[src/rtl/seg7_pkg.sv]
// Shared constants for the eight-digit multiplexed seven-segment display.
// Latency: none (constants only).
// Backpressure: not applicable.
//
// Contents: digit count, active-low "all off" levels for anodes, segments
// and decimal point, and the 16-entry hex-to-segment table (bit 0 = a ..
// bit 6 = g, active-low).
package seg7_pkg;

  localparam int NUM_DIGITS = 8;

  localparam logic [7:0] AN_ALL_OFF  = 8'hFF;
  localparam logic [6:0] SEG_ALL_OFF = 7'h7F;
  localparam logic       DP_OFF      = 1'b1;

  // Indexed by nibble value; first element listed is entry 15 (F).
  localparam logic [15:0][6:0] HEX_SEG_TABLE = {
    7'h0E, 7'h06, 7'h21, 7'h46,   // F E d C
    7'h03, 7'h08, 7'h10, 7'h00,   // b A 9 8
    7'h78, 7'h02, 7'h12, 7'h19,   // 7 6 5 4
    7'h30, 7'h24, 7'h79, 7'h40    // 3 2 1 0
  };

endpackage

[src/rtl/seg7_hex_decode.sv]
// Hex nibble to active-low seven-segment pattern.
// Latency: combinational.
// Backpressure: none.
//
// Ports: i_nibble - 4-bit value to show; o_seg - segments a..g (bit 0 = a), active-low.
module seg7_hex_decode
  import seg7_pkg::*;
(
  input  logic [3:0] i_nibble,
  output logic [6:0] o_seg
);

  assign o_seg = HEX_SEG_TABLE[i_nibble];

endmodule

[src/rtl/seg7_scan_driver.sv]
// Time-multiplexed driver for an 8-digit common-anode hex display with dead time and leading-zero blanking.
// Latency: AN/SEG/DP are registered one cycle after the scan counters; FRAME is combinational with the snapshot load.
// Backpressure: none; EN low freezes the scan and blanks the anodes.
//
// Ports:
//   CLK, RST           - clock, synchronous active-high reset
//   DISREG[31:0]       - display value, nibble i -> digit i (digit 0 rightmost);
//                        expected to be wired straight from the CPU display register
//   DP_EN[7:0]         - decimal point request per digit
//   EN, LZB            - display enable, leading-zero blanking enable
//   AN[7:0], SEG[6:0]  - active-low anodes and cathodes (SEG bit 0 = a)
//   DP                 - active-low decimal point cathode
//   FRAME              - one-cycle pulse in the cycle the snapshot is taken
module seg7_scan_driver
  import seg7_pkg::*;
#(
  parameter int DIGIT_CYCLES = 100000,
  parameter int BLANK_CYCLES = 2000
) (
  input  logic        CLK,
  input  logic        RST,
  input  logic [31:0] DISREG,
  input  logic [7:0]  DP_EN,
  input  logic        EN,
  input  logic        LZB,
  output logic [7:0]  AN,
  output logic [6:0]  SEG,
  output logic        DP,
  output logic        FRAME
);

  localparam int SLOT_W = $clog2(DIGIT_CYCLES);
  localparam int DIG_W  = $clog2(NUM_DIGITS);

  logic [SLOT_W-1:0] r_slot;
  logic [DIG_W-1:0]  r_digit;
  logic [31:0]       r_shadow;
  logic [7:0]        r_shadow_dp;
  logic              r_load_pend;   // snapshot owed since reset release
  logic [7:0]        r_an;
  logic [6:0]        r_seg;
  logic              r_dp;

  logic              w_slot_last;
  logic              w_frame_wrap;
  logic              w_load;
  logic [3:0]        w_nibble;
  logic [6:0]        w_seg;
  logic [DIG_W-1:0]  w_top_digit;
  logic              w_lz_blank;
  logic              w_in_blank;
  logic              w_an_on;
  logic [7:0]        w_an_next;

  assign w_slot_last  = (r_slot == SLOT_W'(DIGIT_CYCLES - 1));
  assign w_frame_wrap = w_slot_last && (r_digit == DIG_W'(NUM_DIGITS - 1));

  // The snapshot is taken on the same edge that wraps the scan to digit 0,
  // so digit 0 of the new frame is the first to see the new value.
  assign w_load = !RST && EN && (r_load_pend || w_frame_wrap);

  assign w_nibble = r_shadow[{r_digit, 2'b00} +: 4];

  seg7_hex_decode u_hex_decode (
    .i_nibble (w_nibble),
    .o_seg    (w_seg)
  );

  // Index of the most significant nonzero shadow nibble; 0 when the value is
  // all zeros, which keeps digit 0 lit in that case.
  always_comb begin
    w_top_digit = '0;
    for (int i = 1; i < NUM_DIGITS; i++) begin
      if (r_shadow[4*i +: 4] != 4'h0) begin
        w_top_digit = DIG_W'(i);
      end
    end
  end

  // A requested decimal point keeps its digit visible even when it is a leading zero.
  assign w_lz_blank = LZB && (r_digit > w_top_digit) && !r_shadow_dp[r_digit];
  assign w_in_blank = (r_slot < SLOT_W'(BLANK_CYCLES));
  assign w_an_on    = EN && !w_in_blank && !w_lz_blank;
  assign w_an_next  = w_an_on ? ~(8'b1 << r_digit) : AN_ALL_OFF;

  always_ff @(posedge CLK) begin
    if (RST) begin
      r_slot      <= '0;
      r_digit     <= '0;
      r_shadow    <= '0;
      r_shadow_dp <= '0;
      r_load_pend <= 1'b1;
      r_an        <= AN_ALL_OFF;
      r_seg       <= SEG_ALL_OFF;
      r_dp        <= DP_OFF;
    end else begin
      r_an  <= w_an_next;
      r_seg <= w_seg;
      r_dp  <= ~r_shadow_dp[r_digit];

      if (EN) begin
        if (w_slot_last) begin
          r_slot  <= '0;
          r_digit <= r_digit + DIG_W'(1);
        end else begin
          r_slot  <= r_slot + SLOT_W'(1);
        end
      end

      if (w_load) begin
        r_shadow    <= DISREG;
        r_shadow_dp <= DP_EN;
        r_load_pend <= 1'b0;
      end
    end
  end

  assign AN    = r_an;
  assign SEG   = r_seg;
  assign DP    = r_dp;
  assign FRAME = w_load;

endmodule

[config.mk]
export PLATFORM = sky130hd
export DESIGN_NAME = seg7_scan_driver
export DESIGN_NICKNAME = d
export VERILOG_FILES = /design/src/rtl/seg7_pkg.sv /design/src/rtl/seg7_hex_decode.sv /design/src/rtl/seg7_scan_driver.sv
export SDC_FILE = /design/constraint.sdc
export NUM_CORES = 1
export LEC_CHECK = 0
export ABC_CLOCK_PERIOD_IN_PS = 3760
export CAP_MARGIN = 40
export CORE_MARGIN = 3
export CORE_UTILIZATION = 55
export CTS_BUF_LIST = sky130_fd_sc_hd__clkbuf_2
export CTS_CLUSTER_DIAMETER = 100
export DETAILED_ROUTE_END_ITERATION = 7
export GPL_ROUTABILITY_DRIVEN = 0
export PLACE_DENSITY_LB_ADDON = 0.05
export SLEW_MARGIN = 0
export SYNTH_ARGS = -nofsm -noshare
export SYNTH_HDL_FRONTEND = slang
export SYNTH_SLANG_ARGS = --single-unit
export TNS_END_PERCENT = 10
[constraint.sdc]
create_clock -name CLK -period 3.76 [get_ports CLK]
set_clock_uncertainty 0.2 [all_clocks]
set_input_delay 0.376 -clock CLK [delete_from_list [all_inputs] [get_ports CLK]]
set_output_delay 0.376 -clock CLK [all_outputs]
set_load 0.02 [all_outputs]
### Cells by drive strength, run 1

Scale bar: 20 um.
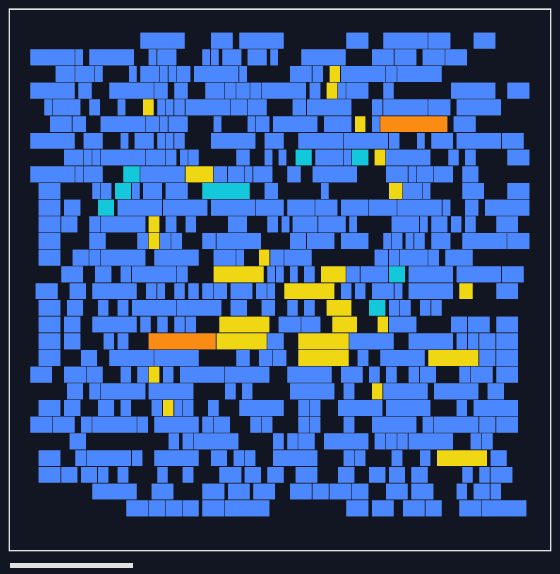
Key: yellow = drive 2 [cells 26, share 5.7%, most used clkbuf_2]; orange = drive 6 and up [cells 2, share 0.44%, most used bufinv_16]; cyan = drive 3 to 4 [cells 8, share 1.8%, most used buf_4]; blue = drive 1 or less [cells 419, share 92%, most used dfxtp_1]
design area: 4440 um^2
Non-clock buffers: 66

### I/O pins on the die edge, run 1

Pins as bars across the die edge, other pins in gray.
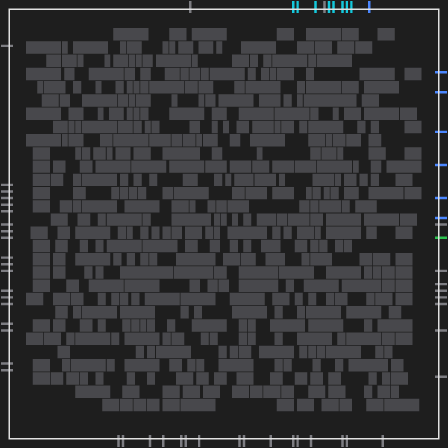
Key: blue = SEG [pins 7, direction output, edge 6 right, 1 top]; green = DP [pins 1, direction output, edge right]; cyan = AN [pins 8, direction output, edge top]
All pins by edge: 19 left, 16 bottom, 15 right, 11 top.

==> run notes, run 1 <==
Implementation results are summarized by area below.

Route
Detailed routing inserted a total of 3092 vias. In this run, the number of DRC markers left after iteration 0 of detailed routing was 142. The via count normalized by instance count is 5.81. The routed layout reports a DRC error count of 0.

Once detail routing completed, the nets flagged for antenna violations numbered 0.

STA
Setup repair after global routing left no endpoint under its margin. The final worst setup slack is 0.389 ns. The upper clock frequency limit is 297 MHz. Adding up every negative setup slack in the final design gives 0 ns. The transition time recorded at the tightest slew-check pin is 0.678 ns. The final max-slew violation count recorded for this run is 0.

Placed design
After detailed placement, the total cell area comes to 4320 um^2. Buffers placed on the I/O ports in this run total 60.

Clocking
The library cell used as clock root buffer is sky130_fd_sc_hd__clkbuf_2. Per the repair_timing log after CTS, setup buffers inserted total 0. The clock net in this run drives a total of 77 sinks. The number of gates resized after cts is 0.

Per the CTS log, the buffer count on the longest clock path is 2.

Outcome
The flow ran to the end, and the final reports show no timing, DRC or antenna violations.

Critical path
The launch point of the worst register-to-register path is recorded as r_shadow[20]$_SDFFE_PP0P_. Looking at the critical path, the highest net fanout was 4.

Logic synthesis
The most frequently used library cell after synthesis is sky130_fd_sc_hd__dfxtp_1. Counting flops with a built-in enable in the synthesized netlist gives 0. Ranked by instance count, the synthesized netlist is headed by 77 x sky130_fd_sc_hd__dfxtp_1, 45 x sky130_fd_sc_hd__o21ai_0, 43 x sky130_fd_sc_hd__a21oi_1.

The portion of the post-synthesis area used by sequential elements is 0.417. Ranked by total cell area, the synthesized netlist is headed by sky130_fd_sc_hd__dfxtp_1 42%, sky130_fd_sc_hd__nand3b_1 8.3%, sky130_fd_sc_hd__o21ai_0 6.1%, sky130_fd_sc_hd__a21oi_1 5.8%, sky130_fd_sc_hd__ha_1 5.4%. The most common flop cell mapped by yosys is sky130_fd_sc_hd__dfxtp_1. The mean area per synthesized cell is 9.12 um^2.

Layout
Measured on the finished design, the core utilization comes to 0.692. The total area of sequential cells is 1540 um^2. In the final layout, the share of cells above drive strength 1 is 0.0791. The number of antenna cells inserted is 0. The number of nets in the layout is 511.

Power and ir drop
The sequential cell fraction of total power is 0.551. The share of total power in the clock network is 0.306. The internal power component is 1.19 mW.

Global route
The total congestion overflow is 0. The initial antenna violation count is 0.

Floorplan
The floorplan step set the die width to 88.0 um.
### Clock wires, drivers and flops, run 1

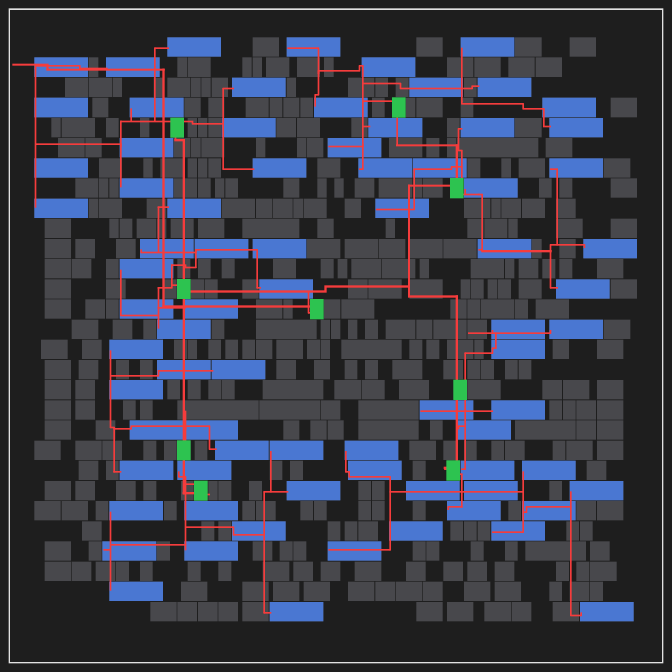
Key: red = clock wires [length 809 um]; blue = flip-flops [count 77]; green = cells driving clock nets [count 9]
Position of the flops: all over the die.

## run 1: final timing paths
| check | endpoint | cells after the start |
|---|---|---|
| hold / removal | r_digit[1]$_SDFFE_PP0P_ | 2 |
| setup / recovery | FRAME | 5 |
| hold reg to reg | r_shadow_dp[6]$_SDFFE_PP0P_ | 2 |
| setup reg to reg | AN[2]$_SDFF_PP1_ | 11 |
## run 1: per-layer routing
| layer | up-vias | share of wire | global-route usage |
|---|---|---|---|
| met5 | - | 0 | 0 |
| met4 | 0 | 0.017 | 0.0865 |
| met3 | 15 | 0.046 | 0.0348 |
| met2 | 66 | 0.48 | 0.355 |
| met1 | 1460 | 0.46 | 0.298 |
| li1 | 1551 | - | - |
## run 1: flip-flops by register name, indices dropped and copies added, names as in the netlist
signal and flops:
AN 8, DP 1, SEG 7, r_digit 3, r_load_pend 1, r_shadow 32
r_shadow_dp 8, r_slot 17
## run 1: cell usage in the layout (no fill, tap or decap), drive strengths merged, types with 2 or more instances in the layout
master and count:
a21boi 2, a21oi 43, a31oi 3, and3 3, buf 7, bufinv 2, clkbuf 10, clkdlybuf4s50 59
clkinv 2, dfxtp 77, ha 16, inv 7, mux2 3, mux2i 11, mux4 8, nand2 13
nand3 16, nand3b 41, nand4 4, nor2 29, nor2b 2, nor3 5, nor4 11, o21ai 45
or2 3, or4 3, xnor2 9, xor2 9
## run 1: cell families after synthesis
family	count (synthesis)	synth area share
buffers and inverters	38	0.0420
adder cells (fa/ha/maj)	16	0.0542
AND/OR/NAND/NOR	133	0.208
AND-OR/OR-AND	101	0.148
flip-flops	77	0.417
XOR/XNOR	18	0.0427
multiplexers	22	0.0877
## run 1: critical path, cell delays in order (launching register included)
cell,delay [ns]
sky130_fd_sc_hd__dfxtp_1,0.38
sky130_fd_sc_hd__or4_1,0.58
sky130_fd_sc_hd__nor4_2,0.40
sky130_fd_sc_hd__a31oi_4,0.13
sky130_fd_sc_hd__nor3_1,0.17
sky130_fd_sc_hd__clkdlybuf4s50_1,0.64
## run 1: cell type report
type	count	area share
Tap cell	77	0.0217
Clock inverter	5	0.0172
Sequential cell	77	0.347
Inverter	7	0.00591
Timing Repair Buffer	66	0.144
Multi-Input combinational cell	290	0.453
Clock buffer	10	0.0113
## run 1: power groups by stage
| stage | sequential [mW] | clock, mW | combinational [mW] |
|---|---|---|---|
| 2_1_floorplan | 0.892 | 0 | 0.130 |
| 6_report | 0.874 | 0.485 | 0.226 |
| 5_1_grt | 0.879 | 0.533 | 0.252 |
| 3_5_place_dp | 0.891 | 0 | 0.226 |
| 3_3_place_gp | 0.890 | 0 | 0.222 |
| 4_1_cts | 0.874 | 0.495 | 0.227 |
==> run 2, diff against run 1 <==
--- a/config.mk
+++ b/config.mk
@@ -14,8 +14,9 @@
 export DETAILED_ROUTE_END_ITERATION = 7
 export GPL_ROUTABILITY_DRIVEN = 0
 export PLACE_DENSITY_LB_ADDON = 0.05
+export SKIP_CTS_REPAIR_TIMING = 1
 export SLEW_MARGIN = 0
 export SYNTH_ARGS = -nofsm -noshare
 export SYNTH_HDL_FRONTEND = slang
 export SYNTH_SLANG_ARGS = --single-unit
-export TNS_END_PERCENT = 10
+export TNS_END_PERCENT = 1
### Clock wiring as the flow saved it, run 2

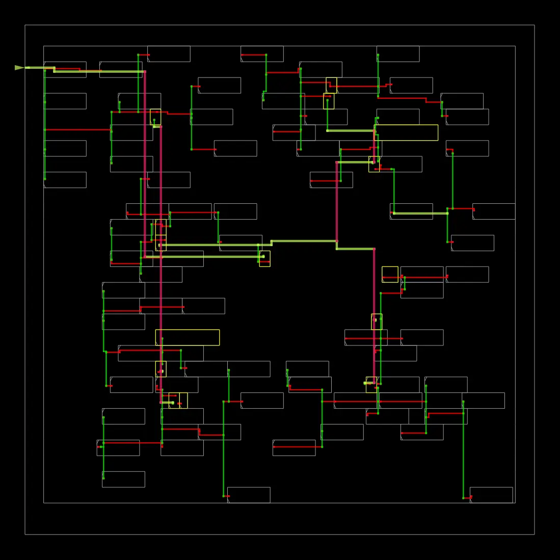
clock sink total: 77
worst-skew pair later-pin latency: 0.50 ns
layout clock buffer count: 10
flip-flops: 77
CTS buffer count: 9

==> run notes, run 2 <==
Implementation results are summarized by area below.

Logic synthesis
The most frequent cell after synthesis is sky130_fd_sc_hd__dfxtp_1 (unchanged). Top area cells in the synthesized netlist: sky130_fd_sc_hd__dfxtp_1 42%, sky130_fd_sc_hd__nand3b_1 8.3%, sky130_fd_sc_hd__o21ai_0 6.1%, sky130_fd_sc_hd__a21oi_1 5.8%, sky130_fd_sc_hd__ha_1 5.4% (unchanged). The post-synthesis compound-gate area fraction is 0.148 (unchanged). The mean area per synthesized cell is 9.12 um^2 (unchanged). The portion of the post-synthesis area used by sequential elements is 0.417 (unchanged). The most common flop cell mapped by yosys is sky130_fd_sc_hd__dfxtp_1 (unchanged). The combinational family with the most area after synthesis is simple AND/OR/NAND/NOR gates (unchanged). The post-synthesis adder-cell area fraction is 0.0542 (unchanged).

The post-synthesis mux area share is 0.0877 (unchanged). The xor/xnor share of the synthesized area was 0.0427 (unchanged). Most instantiated cells after synthesis: 77 x sky130_fd_sc_hd__dfxtp_1, 45 x sky130_fd_sc_hd__o21ai_0, 43 x sky130_fd_sc_hd__a21oi_1 (unchanged). The simple-gate area share of the yosys netlist is 0.208 (unchanged). The number of synthesized flops with an enable pin is 0 (unchanged).

Clocking
The clock input transition at the sequential cells of the worst setup and hold paths came to 0.20 ns (about the same). The largest buffer count on any clock path came to 2 (unchanged). The library cell used as clock root buffer is sky130_fd_sc_hd__clkbuf_2 (unchanged).

STA
The upper clock frequency limit is 297 MHz (unchanged). The shortest clock period the worst path allows after layout is 3.37 ns (unchanged). The final setup TNS was 0 ns (unchanged). Setup repair after global routing missed its margin: false (unchanged). The slew at the pin closest to its max-slew limit is 0.678 ns (unchanged). The number of slew-limit violations in the final report was 0 (unchanged). The final worst setup slack is 0.389 ns (unchanged).

Layout
The largest register by flop count is r_shadow (unchanged). Most common logic cells in the final layout: 77 x sky130_fd_sc_hd__dfxtp_1, 59 x sky130_fd_sc_hd__clkdlybuf4s50_1, 45 x sky130_fd_sc_hd__o21ai_0 (unchanged). The flip-flop count of the largest register, all copies and words added came to 32 (unchanged).

The highest-count logic cell in the final layout was sky130_fd_sc_hd__dfxtp_1 (unchanged). The ratio of cells with drive above 1 in the final layout is 0.0791 (unchanged). The post-route standard cell area excluding fillers is 4440 um^2 (unchanged). The number of nets in the layout is 511 (unchanged). Registers with the highest flip-flop counts: r_shadow: 32 flops, r_slot: 17 flops (unchanged). The number of antenna cells inserted is 0 (unchanged).

Route
The residual DRC count was 0 (unchanged). The via count normalized by instance count came to 5.81 (unchanged). The first-iteration detailed-routing DRC count was 142 (unchanged). The number of routed nets with antenna violations was 0 (unchanged). The number of vias after detailed routing was 3092 (unchanged).

Placed design
The tally of buffers added on design ports is 60 (unchanged). The number of placed instances with taps included is 517 (unchanged). The placed instance area is 4320 um^2 (unchanged). The setup slack at placement is 0.911 ns (unchanged).

Critical path
The peak fanout along the critical path was 4 (unchanged).

Power and ir drop
The power density over cell area is 357 nW/um^2 (unchanged).

Global route
The total routing resource utilization after global routing is 0.221 (unchanged). The initial antenna violation count is 0 (unchanged). The via count of the first global-routing pass is 2924 (unchanged). The total congestion overflow is 0 (unchanged).

Floorplan
The die boundary width came to 88.0 um (unchanged).

Job
The max-cap violation count was 0 (unchanged).

Outcome
Status: finished, final reports clean (unchanged).
-- run 2: cell counts in the layout (fill, tap and decap cells not counted) --
No cell type changed its count.
-- run 2: path summary, 6_finish.rpt --
check / startpoint / to / slack, ns / cells after the start
worst max-delay path: r_slot[14]$_SDFFE_PP0P_ / FRAME / 0.39 / 5
worst max register to register: r_shadow[20]$_SDFFE_PP0P_ / AN[2]$_SDFF_PP1_ / 0.92 / 11
worst min-delay path: RST / r_digit[1]$_SDFFE_PP0P_ / 0.08 / 2
worst min register to register: r_shadow_dp[6]$_SDFFE_PP0P_ / r_shadow_dp[6]$_SDFFE_PP0P_ / 0.29 / 2
-- run 2: power by group --
part	internal, mW	leakage, nW	switching (mW)
Clock	0.216	0.0754	0.269
Combinational	0.117	0.876	0.109
Sequential	0.852	0.630	0.0224
-- run 2: worst max-delay path, cell delays in order, from the launching register on --
cell and delay, ns:
sky130_fd_sc_hd__dfxtp_1 0.38, sky130_fd_sc_hd__or4_1 0.58, sky130_fd_sc_hd__nor4_2 0.40, sky130_fd_sc_hd__a31oi_4 0.13
sky130_fd_sc_hd__nor3_1 0.17, sky130_fd_sc_hd__clkdlybuf4s50_1 0.64
-- run 2: cells by family after synthesis --
group | Yosys count
simple gates | 133
compound gates | 101
flops | 77
buf+inv | 38
mux | 22
xor+xnor | 18
fa+ha+maj | 16
-- run 2: metrics by stage --
stage / hold WS (ns) / utilization
floorplan: 0.231 / -
finish: 0.0784 / 0.692
detailed placement: 0.269 / 0.672
global placement: 0.259 / 0.672
global route: 0.0812 / 0.692
CTS: 0.0509 / 0.692
-- run 2: cell type report --
type                       count  area (um^2)
multi-input combinational    290         2010
fill                         522         1980
sequential                    77         1540
timing repair buffer          66          641
tap                           77         96.3
clock inverter                 5         76.3
clock buffer                  10         50.0
inverter                       7         26.3
-- run 2: per-layer routing --
metal | global-route usage | wire [um] | up-vias
met5 | 0 | 0 | -
met4 | 0.0865 | 132 | 0
met3 | 0.0348 | 364 | 15
met2 | 0.355 | 3810 | 66
met1 | 0.298 | 3660 | 1460
li1 | - | - | 1551
==> run 3, diff against run 2 <==
--- a/config.mk
+++ b/config.mk
@@ -8,14 +8,14 @@
 export ABC_CLOCK_PERIOD_IN_PS = 3760
 export CAP_MARGIN = 40
 export CORE_MARGIN = 3
-export CORE_UTILIZATION = 55
-export CTS_BUF_LIST = sky130_fd_sc_hd__clkbuf_2
+export CORE_UTILIZATION = 53
+export CTS_BUF_LIST = sky130_fd_sc_hd__clkbuf_8 sky130_fd_sc_hd__clkbuf_16
 export CTS_CLUSTER_DIAMETER = 100
+export CTS_CLUSTER_SIZE = 8
 export DETAILED_ROUTE_END_ITERATION = 7
 export GPL_ROUTABILITY_DRIVEN = 0
 export PLACE_DENSITY_LB_ADDON = 0.05
 export SKIP_CTS_REPAIR_TIMING = 1
-export SLEW_MARGIN = 0
 export SYNTH_ARGS = -nofsm -noshare
 export SYNTH_HDL_FRONTEND = slang
 export SYNTH_SLANG_ARGS = --single-unit
==> run notes, run 3 <==
Implementation results are summarized by area below.

Route
The first-iteration detailed-routing DRC count was 120 (was 142). The number of routed nets with antenna violations is 0 (unchanged). The residual DRC count is 0 (unchanged).

Logic synthesis
Top area cells in the synthesized netlist: sky130_fd_sc_hd__dfxtp_1 42%, sky130_fd_sc_hd__nand3b_1 8.3%, sky130_fd_sc_hd__o21ai_0 6.1%, sky130_fd_sc_hd__a21oi_1 5.8%, sky130_fd_sc_hd__ha_1 5.4% (unchanged). The most frequent cell after synthesis is sky130_fd_sc_hd__dfxtp_1 (unchanged). The portion of the post-synthesis area used by sequential elements came to 0.417 (unchanged).

Most instantiated cells after synthesis: 77 x sky130_fd_sc_hd__dfxtp_1, 45 x sky130_fd_sc_hd__o21ai_0, 43 x sky130_fd_sc_hd__a21oi_1 (unchanged). The mean area per synthesized cell is 9.12 um^2 (unchanged).

Job
The max-cap violation count is 0 (unchanged).

Placed design
The placed instance area is 4340 um^2 (was 4320 um^2). The tally of buffers added on design ports is 60 (unchanged). The number of placed instances with taps included is 534 (was 517).

Critical path
The sum of buffers and inverters on the critical path came to 1 (unchanged). The standard cell with the maximum stage delay on the critical path is sky130_fd_sc_hd__clkdlybuf4s50_1 (unchanged). The worst flop-to-flop path endpoint is AN[1]$_SDFF_PP1_ (was AN[2]$_SDFF_PP1_).

Cell breakdown of the critical path: or4_1 > nor4_2 > a31oi_4 > nor3_1 > clkdlybuf4s50_1 (unchanged). The number of cell instances on the worst register-to-register path is 11 (unchanged). The worst stage delay on the critical path was 0.63 ns (was 0.64 ns).

Power and ir drop
The fraction of power spent switching nets is 0.268 (was 0.252). The power density over cell area is 364 nW/um^2 (was 357 nW/um^2). The switching power is 0.439 mW (was 0.400 mW). The share of total power in the clock network is 0.328 (was 0.306).

Clocking
The total number of clock tree sinks is 77 (unchanged). The clock buffer count from CTS was 9 (unchanged). The clock insertion delay at the later pin of the skew report is 0.36 ns (was 0.50 ns). The library cell used as clock root buffer is sky130_fd_sc_hd__clkbuf_8 (was sky130_fd_sc_hd__clkbuf_2).

The largest buffer count on any clock path was 2 (unchanged).

Global route
The initial antenna violation count is 0 (unchanged). The total congestion overflow is 0 (unchanged).

STA
The shortest clock period the worst path allows after layout was 3.21 ns (was 3.37 ns). Setup repair after global routing missed its margin: false (unchanged). The slew at the pin closest to its max-slew limit is 0.640 ns (was 0.678 ns). The final setup TNS is 0 ns (unchanged). The upper clock frequency limit was 312 MHz (was 297 MHz).

The number of slew-limit violations in the final report is 0 (unchanged).

Hold path
The end point of the most critical hold path is r_slot[2]$_SDFFE_PP0P_ (was r_digit[1]$_SDFFE_PP0P_). The worst hold path cell count is 2 (unchanged).

Layout
Most common logic cells in the final layout: 77 x sky130_fd_sc_hd__dfxtp_1, 59 x sky130_fd_sc_hd__clkdlybuf4s50_1, 45 x sky130_fd_sc_hd__o21ai_0 (unchanged). The total area of sequential cells came to 1540 um^2 (unchanged). The largest register by flop count is r_shadow (unchanged).

Registers with the highest flip-flop counts: r_shadow: 32 flops, r_slot: 17 flops (unchanged). The highest-count logic cell in the final layout was sky130_fd_sc_hd__dfxtp_1 (unchanged). The number of antenna cells inserted is 0 (unchanged). The area occupied by multi-input gates is 2010 um^2 (unchanged). The ratio of cells with drive above 1 in the final layout is 0.0833 (was 0.0791).

Floorplan
The die boundary width is 89.5 um (was 88.0 um).

Outcome
Status: finished, final reports clean (unchanged).
run 3: area by class of cell:
class                           instances  share of cell area
Clock buffer                            9              0.0275
Timing Repair Buffer                   67               0.144
Clock inverter                          6             0.00888
Tap cell                               93              0.0258
Multi-Input combinational cell        290               0.446
Sequential cell                        77               0.342
Inverter                                7             0.00583
run 3: worst max path at each step:
stage          slack, ns                      start                 to  cells past startpoint
5_1_grt             0.43    r_slot[14]$_SDFFE_PP0P_              FRAME                      5
3_3_place_gp        0.97    r_slot[14]$_SDFFE_PP0P_              FRAME                      5
4_1_cts             0.52    r_slot[14]$_SDFFE_PP0P_              FRAME                      5
2_1_floorplan       0.71  r_shadow[20]$_SDFFE_PP0P_   AN[0]$_SDFF_PP1_                     10
6_report            0.55    r_slot[14]$_SDFFE_PP0P_              FRAME                      5
3_5_place_dp        0.91    r_digit[0]$_SDFFE_PP0P_  SEG[5]$_SDFF_PP1_                      7
run 3: kinds of logic (layout without fill, tap and decap cells):
kind of cell	Yosys count	after routing	share of synthesized area
simple gates	133	133	0.208
compound gates	101	101	0.148
flops	77	77	0.417
buf+inv	38	89	0.0420
mux	22	22	0.0877
xor+xnor	18	18	0.0427
fa+ha+maj	16	16	0.0542
run 3: layer usage:
| metal | up-vias | track usage | wire [um] |
|---|---|---|---|
| met1 | 1467 | 0.301 | 4050 |
| li1 | 1559 | - | - |
| met4 | 0 | 0.0636 | 114 |
| met2 | 63 | 0.379 | 4090 |
| met3 | 13 | 0.0608 | 368 |
| met5 | - | 0 | 0 |
run 3: power groups by stage:
stage / Sequential (mW) / Combinational [mW] / Clock [mW]
floorplan: 0.892 / 0.130 / 0
global placement: 0.890 / 0.227 / 0
detailed placement: 0.891 / 0.232 / 0
CTS: 0.872 / 0.233 / 0.547
global route: 0.876 / 0.257 / 0.583
finish: 0.872 / 0.231 / 0.539
run 3: stage by stage:
step | hold WS [ns] | total power, mW | util
global placement | 0.263 | 1.12 | 0.661
CTS | 0.222 | 1.65 | 0.686
finish | 0.236 | 1.64 | 0.686
detailed placement | 0.269 | 1.12 | 0.661
global route | 0.268 | 1.72 | 0.686
floorplan | 0.231 | 1.02 | -
### Cells by drive strength, run 3

Scale bar: 20 um.
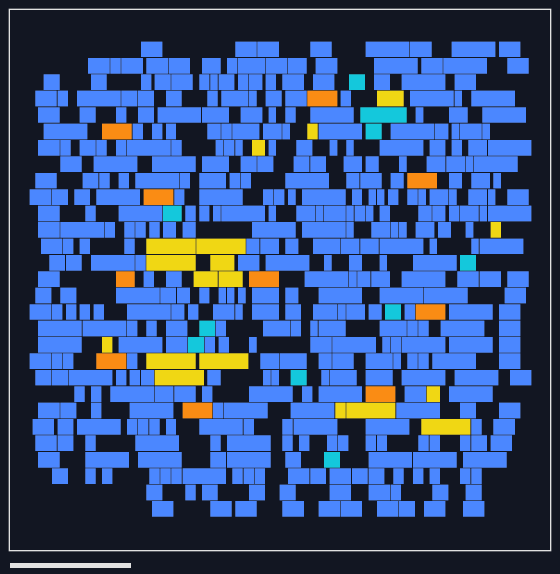
Key: cyan = drive 3 to 4 [cells 10, share 2.2%, most used buf_4]; yellow = drive 2 [cells 18, share 3.9%, most used mux4_2]; orange = drive 6 and up [cells 10, share 2.2%, most used clkbuf_8]; blue = drive 1 or less [cells 418, share 92%, most used dfxtp_1]
Non-clock buffers: 67
Setup WS post-layout: 0.551 ns
P&R area growth vs syn: 22.1%
design area: 4510 um^2

Power figures rest on the tool's default switching activity, not on a simulated workload.
